## config.mk

```make
export PLATFORM = sky130hd
export DESIGN_NAME = coord_frame_ctrl
export DESIGN_NICKNAME = d
export VERILOG_FILES = /design/src/rtl/coord_pkg.sv /design/src/rtl/coord_timeout.sv /design/src/rtl/coord_frame_ctrl.sv
export SDC_FILE = /design/constraint.sdc
export NUM_CORES = 1
export LEC_CHECK = 0
export CELL_PAD_IN_SITES_DETAIL_PLACEMENT = 1
export CELL_PAD_IN_SITES_GLOBAL_PLACEMENT = 2
export CORE_MARGIN = 1.5
export CORE_UTILIZATION = 33
export DETAILED_ROUTE_END_ITERATION = 16
export GPL_TIMING_DRIVEN = 0
export PLACE_DENSITY = 0.83
export SYNTH_ARGS = -nofsm -noshare
export SYNTH_HDL_FRONTEND = slang
export SYNTH_SLANG_ARGS = --single-unit
```

## constraint.sdc

```tcl
create_clock -name clk -period 3.85 [get_ports clk]
set_input_delay 0.5775 -clock clk [delete_from_list [all_inputs] [get_ports clk]]
set_output_delay 0.5775 -clock clk [all_outputs]
set_load 0.03 [all_outputs]
```

## src/rtl/coord_pkg.sv

```systemverilog
// Shared types and constants for the coordinate frame parser and the
// serial parsers built alongside it.
package coord_pkg;

  localparam int         COORD_W       = 12;
  localparam logic [7:0] SYNC_BYTE_DEF = 8'hA5;

  typedef enum logic [2:0] {
    IDLE = 3'd0,
    XH   = 3'd1,
    XL   = 3'd2,
    YH   = 3'd3,
    YL   = 3'd4,
    CHK  = 3'd5
  } state_t;

  typedef struct packed {
    logic [COORD_W-1:0] x;
    logic [COORD_W-1:0] y;
  } coord_t;

  // High bytes carry only coordinate bits [11:8]; anything in the top nibble is corrupt.
  function automatic logic hi_nibble_bad(input logic [7:0] b);
    return b[7:4] != 4'h0;
  endfunction

endpackage

```

## src/rtl/coord_timeout.sv

```systemverilog
// Inter-byte idle timer: up-counter with clear, load and enable, flagging
// expiry when it reaches TIMEOUT_CYCLES-1. Clear wins over load and enable.
module coord_timeout #(
  parameter int CNT_W          = 16,
  parameter int TIMEOUT_CYCLES = 50000
) (
  input  logic             i_clk,
  input  logic             i_rst,
  input  logic             i_clr,
  input  logic             i_en,
  input  logic             i_load,
  input  logic [CNT_W-1:0] i_load_val,
  output logic             o_expired
);

  localparam logic [CNT_W-1:0] LP_TERM = CNT_W'(TIMEOUT_CYCLES - 1);

  logic [CNT_W-1:0] r_cnt;

  // Count idle cycles; owner clears on activity and stops counting when idle.
  always_ff @(posedge i_clk) begin
    if (i_rst) begin
      r_cnt <= '0;
    end else if (i_clr) begin
      r_cnt <= '0;
    end else if (i_load) begin
      r_cnt <= i_load_val;
    end else if (i_en) begin
      r_cnt <= r_cnt + CNT_W'(1);
    end
  end

  assign o_expired = (r_cnt == LP_TERM);

endmodule

```

## src/rtl/coord_frame_ctrl.sv

```systemverilog
// Coordinate frame parser between the UART receiver and the six-digit
// coordinate display. Frames are SYNC, XH, XL, YH, YL[, CHK]; x/y only
// change on a complete valid frame.
// Build option: define COORD_CHECKSUM_EN to include the CHK byte and its
// XOR check; without it the frame ends at YL.
//
// state | meaning
// IDLE  | waiting for SYNC_BYTE, other bytes ignored
// XH    | expecting X bits [11:8] (high nibble must be 0)
// XL    | expecting X bits [7:0]
// YH    | expecting Y bits [11:8] (high nibble must be 0)
// YL    | expecting Y bits [7:0]; frame ends here without checksum
// CHK   | expecting XOR of the four payload bytes
module coord_frame_ctrl
  import coord_pkg::*;
#(
  parameter logic [7:0] SYNC_BYTE      = SYNC_BYTE_DEF,
  parameter int         TIMEOUT_CYCLES = 50000,
  parameter int         CNT_W          = 16
) (
  input  logic               clk,
  input  logic               rst,
  input  logic [7:0]         rx_data,
  input  logic               rx_valid,
  output logic [COORD_W-1:0] x,
  output logic [COORD_W-1:0] y,
  output logic               frame_ok,
  output logic               frame_err,
  output logic               busy,
  output logic [7:0]         err_cnt
);

  state_t       r_state;
  state_t       w_next;
  logic         w_accept;
  logic         w_error;
  logic         w_expired;
  logic         w_tmo_clr;
  logic         w_tmo_en;

  logic [11:0]  r_x_sh;
  logic [3:0]   r_y_hi;
  coord_t       w_load_val;
  coord_t       r_coord;
  logic         r_ok;
  logic         r_err;
  logic         r_busy;
  logic [7:0]   r_err_cnt;

`ifdef COORD_CHECKSUM_EN
  logic [7:0]   r_y_lo;
  logic [7:0]   r_chk;
  assign w_load_val = {r_x_sh, r_y_hi, r_y_lo};
`else
  // Frame ends on YL, so its byte goes straight to the display registers.
  assign w_load_val = {r_x_sh, r_y_hi, rx_data};
`endif

  // Timer runs only inside a frame and restarts on every byte and on return to IDLE.
  assign w_tmo_clr = rx_valid | (w_next == IDLE);
  assign w_tmo_en  = (r_state != IDLE);

  coord_timeout #(
    .CNT_W          (CNT_W),
    .TIMEOUT_CYCLES (TIMEOUT_CYCLES)
  ) u_timeout (
    .i_clk      (clk),
    .i_rst      (rst),
    .i_clr      (w_tmo_clr),
    .i_en       (w_tmo_en),
    .i_load     (1'b0),
    .i_load_val ('0),
    .o_expired  (w_expired)
  );

  // State register.
  always_ff @(posedge clk) begin
    if (rst) r_state <= IDLE;
    else     r_state <= w_next;
  end

  // Next state plus accept/error decisions; a byte on the expiry cycle beats the timeout.
  always_comb begin
    w_next   = r_state;
    w_accept = 1'b0;
    w_error  = 1'b0;
    if (rx_valid) begin
      case (r_state)
        IDLE: if (rx_data == SYNC_BYTE) w_next = XH;
        XH: begin
          if (hi_nibble_bad(rx_data)) begin
            w_next  = IDLE;
            w_error = 1'b1;
          end else begin
            w_next = XL;
          end
        end
        XL: w_next = YH;
        YH: begin
          if (hi_nibble_bad(rx_data)) begin
            w_next  = IDLE;
            w_error = 1'b1;
          end else begin
            w_next = YL;
          end
        end
`ifdef COORD_CHECKSUM_EN
        YL: w_next = CHK;
        CHK: begin
          w_next = IDLE;
          if (rx_data == r_chk) w_accept = 1'b1;
          else                  w_error  = 1'b1;
        end
`else
        YL: begin
          w_next   = IDLE;
          w_accept = 1'b1;
        end
`endif
        default: w_next = IDLE;
      endcase
    end else if ((r_state != IDLE) && w_expired) begin
      w_next  = IDLE;
      w_error = 1'b1;
    end
  end

  // Payload capture into shadow registers; display is untouched until accept.
  always_ff @(posedge clk) begin
    if (rst) begin
      r_x_sh <= '0;
      r_y_hi <= '0;
    end else if (rx_valid) begin
      case (r_state)
        XH:      r_x_sh[11:8] <= rx_data[3:0];
        XL:      r_x_sh[7:0]  <= rx_data;
        YH:      r_y_hi       <= rx_data[3:0];
        default: ;
      endcase
    end
  end

`ifdef COORD_CHECKSUM_EN
  // Low Y byte and running XOR of the four payload bytes.
  always_ff @(posedge clk) begin
    if (rst) begin
      r_y_lo <= '0;
      r_chk  <= '0;
    end else begin
      if (rx_valid && (r_state == YL)) r_y_lo <= rx_data;
      if (r_state == IDLE)                       r_chk <= '0;
      else if (rx_valid && (r_state != CHK))     r_chk <= r_chk ^ rx_data;
    end
  end
`endif

  // Registered outputs: display load, status pulses, busy and saturating error count.
  always_ff @(posedge clk) begin
    if (rst) begin
      r_coord   <= '0;
      r_ok      <= 1'b0;
      r_err     <= 1'b0;
      r_busy    <= 1'b0;
      r_err_cnt <= '0;
    end else begin
      r_ok   <= w_accept;
      r_err  <= w_error;
      r_busy <= (w_next != IDLE);
      if (w_accept) r_coord <= w_load_val;
      if (w_error && (r_err_cnt != 8'hFF)) r_err_cnt <= r_err_cnt + 8'd1;
    end
  end

  assign x         = r_coord.x;
  assign y         = r_coord.y;
  assign frame_ok  = r_ok;
  assign frame_err = r_err;
  assign busy      = r_busy;
  assign err_cnt   = r_err_cnt;

endmodule
```

Fig. 1: routing congestion
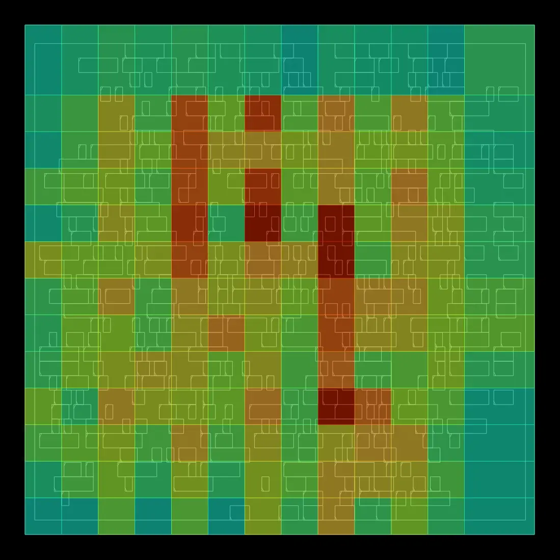
GR Util All Layers: 17.8%
routing usage on met1: 23.7%
GRT Max-Usage Layer: met2

Fig. 2: signal wires on met2
Cells faint in the background.
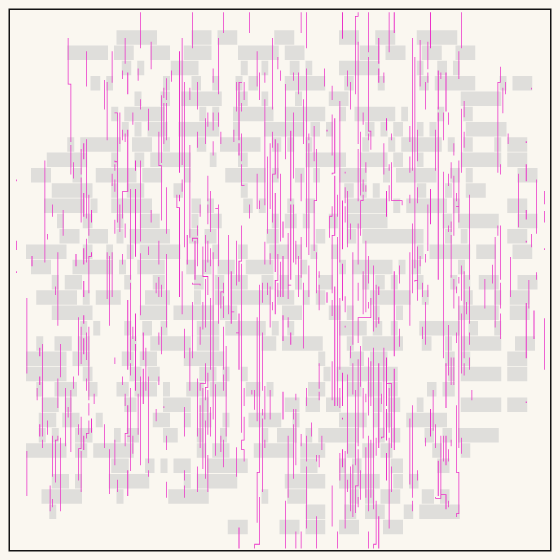
share of all routed wire: 46%
nets with wire on the layer: 356
wire length on this layer: 3500 microns
main direction: vertical
global-route track usage on met2: 28.5%
routed wire length: 7650 microns
number of vias in the routed layout: 2572

==> notes.md <==
Here are the numbers from the latest Yosys + OpenROAD run.

The run finished with clean final reports. Measured on the final layout, buffering overhead outside the clock network stands at 14.0%. After synthesis, the cell types taking the most area are sky130_fd_sc_hd__dfxtp_1 (49%), sky130_fd_sc_hd__nand2_1 (11%), sky130_fd_sc_hd__a21oi_1 (8.2%). The number of tap cells added at floorplan is 105. The number of nets handed over by synthesis was between 300 and 400. The maximum number of pins on one net before global-route repair came out at 13.

The final worst-path setup slack came out at around 1.5 ns. The H-tree depth reported by CTS is 3. The worst setup path is captured at a flop. In this run the worst hold path is classified as reg -> reg. The power per cell area came out at a little under 400 nW/um^2. The first-pass iteration count of the detailed router came out at 5. The worst setup path is of the in -> reg kind.

The largest family of logic cells by area is simple AND/OR/NAND/NOR gates. As logged by OpenROAD, the buffers inserted on ports number 44. The number of warning messages in the logs came out at 26.

At the end of the flow, the number of nets in the layout was 415. The number of gates resized after CTS is 0. The maximum count of clock buffers along a single path came out at 2.

The worst hold slack is 0.451 ns. The number of cells on the worst reg-to-reg path came out at 7. The via density per instance is 5.02. Per the synthesis report, the dominant area consumer among library cells is sky130_fd_sc_hd__dfxtp_1.
Fig. 3: signal wires on met1
Scale bar: 20 microns. Supply wires on this layer in grey.
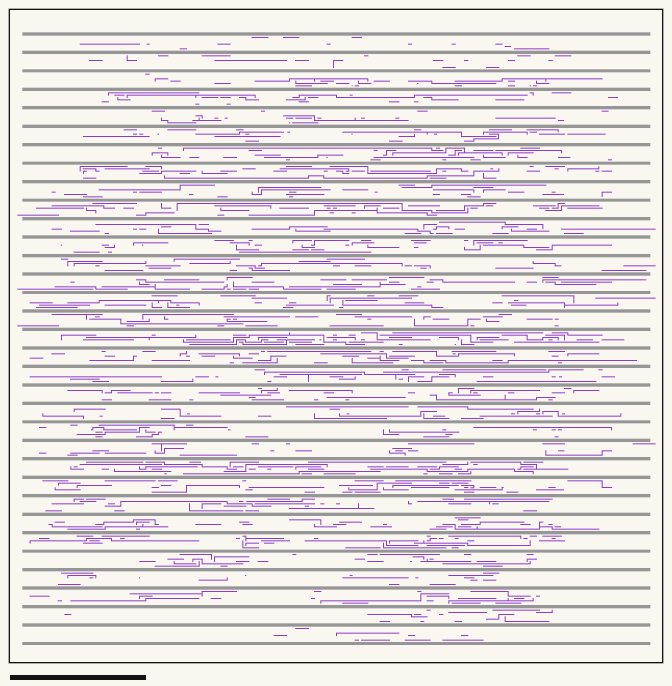
nets with wire on the layer: 391
share of all routed wire: 50%
longest straight run: 36.6 microns
main direction: horizontal
wire length on this layer: 3860 microns

-- flip-flops by register name, summed over array words and instances (netlist names) --
| register | count |
|---|---|
| u_timeout.r_cnt | 16 |
| r_x_sh | 12 |
| x | 12 |
| y | 12 |
| err_cnt | 8 |
| r_y_hi | 4 |
| r_state | 3 |
| busy | 1 |
| frame_err | 1 |
| frame_ok | 1 |
-- metrics by stage --
step           area [sq um]  total power (uW)  instances
2_1_floorplan          2850               752        347
3_3_place_gp           3430               776        496
3_5_place_dp           3430               776        496
4_1_cts                3650              1440        512
5_1_grt                3650              1470        512
6_report               3650              1420        512
-- where the power goes --
group / switching, uW / internal, uW
clock: 286 / 380
sequential: 0.0661 / 723
combinational: 23.9 / 11.6
total: 310 / 1120
-- worst max-delay path by stage --
stage                        from                  end  slack, ns  depth (start not counted)
2_1_floorplan  u_timeout.r_cnt[0]           err_cnt[5]       1.82                          6
3_3_place_gp           rx_data[4]  u_timeout.r_cnt[14]       1.16                          6
3_5_place_dp           rx_data[5]  u_timeout.r_cnt[11]       1.09                          6
4_1_cts                rx_data[5]  u_timeout.r_cnt[11]       1.46                          6
5_1_grt                rx_data[5]  u_timeout.r_cnt[11]       1.29                          6
6_report                 rx_valid  u_timeout.r_cnt[11]       1.46                          7
-- layout by cell type, fill, tap and decap left out, drive strengths merged, types with 5 or more instances in the layout --
master	Yosys	final
mux2i	5	5
clkdlybuf4s50	0	44
xnor2	10	10
nor3	6	6
clkbuf	15	25
dfxtp	70	70
nand2	82	82
nor2	32	32
a21oi	47	47
nand3	14	14
or3	7	7
xor2	6	6
o21ai	5	5
-- layer usage --
| metal | part of all wire [%] | global-route usage [%] |
|---|---|---|
| met1 | 50 | 23.7 |
| met2 | 46 | 28.5 |
| met3 | 2.1 | 2.84 |
| met4 | 1.6 | 7.35 |
| met5 | 0 | 0 |
Power and IR drop assume default switching activity.
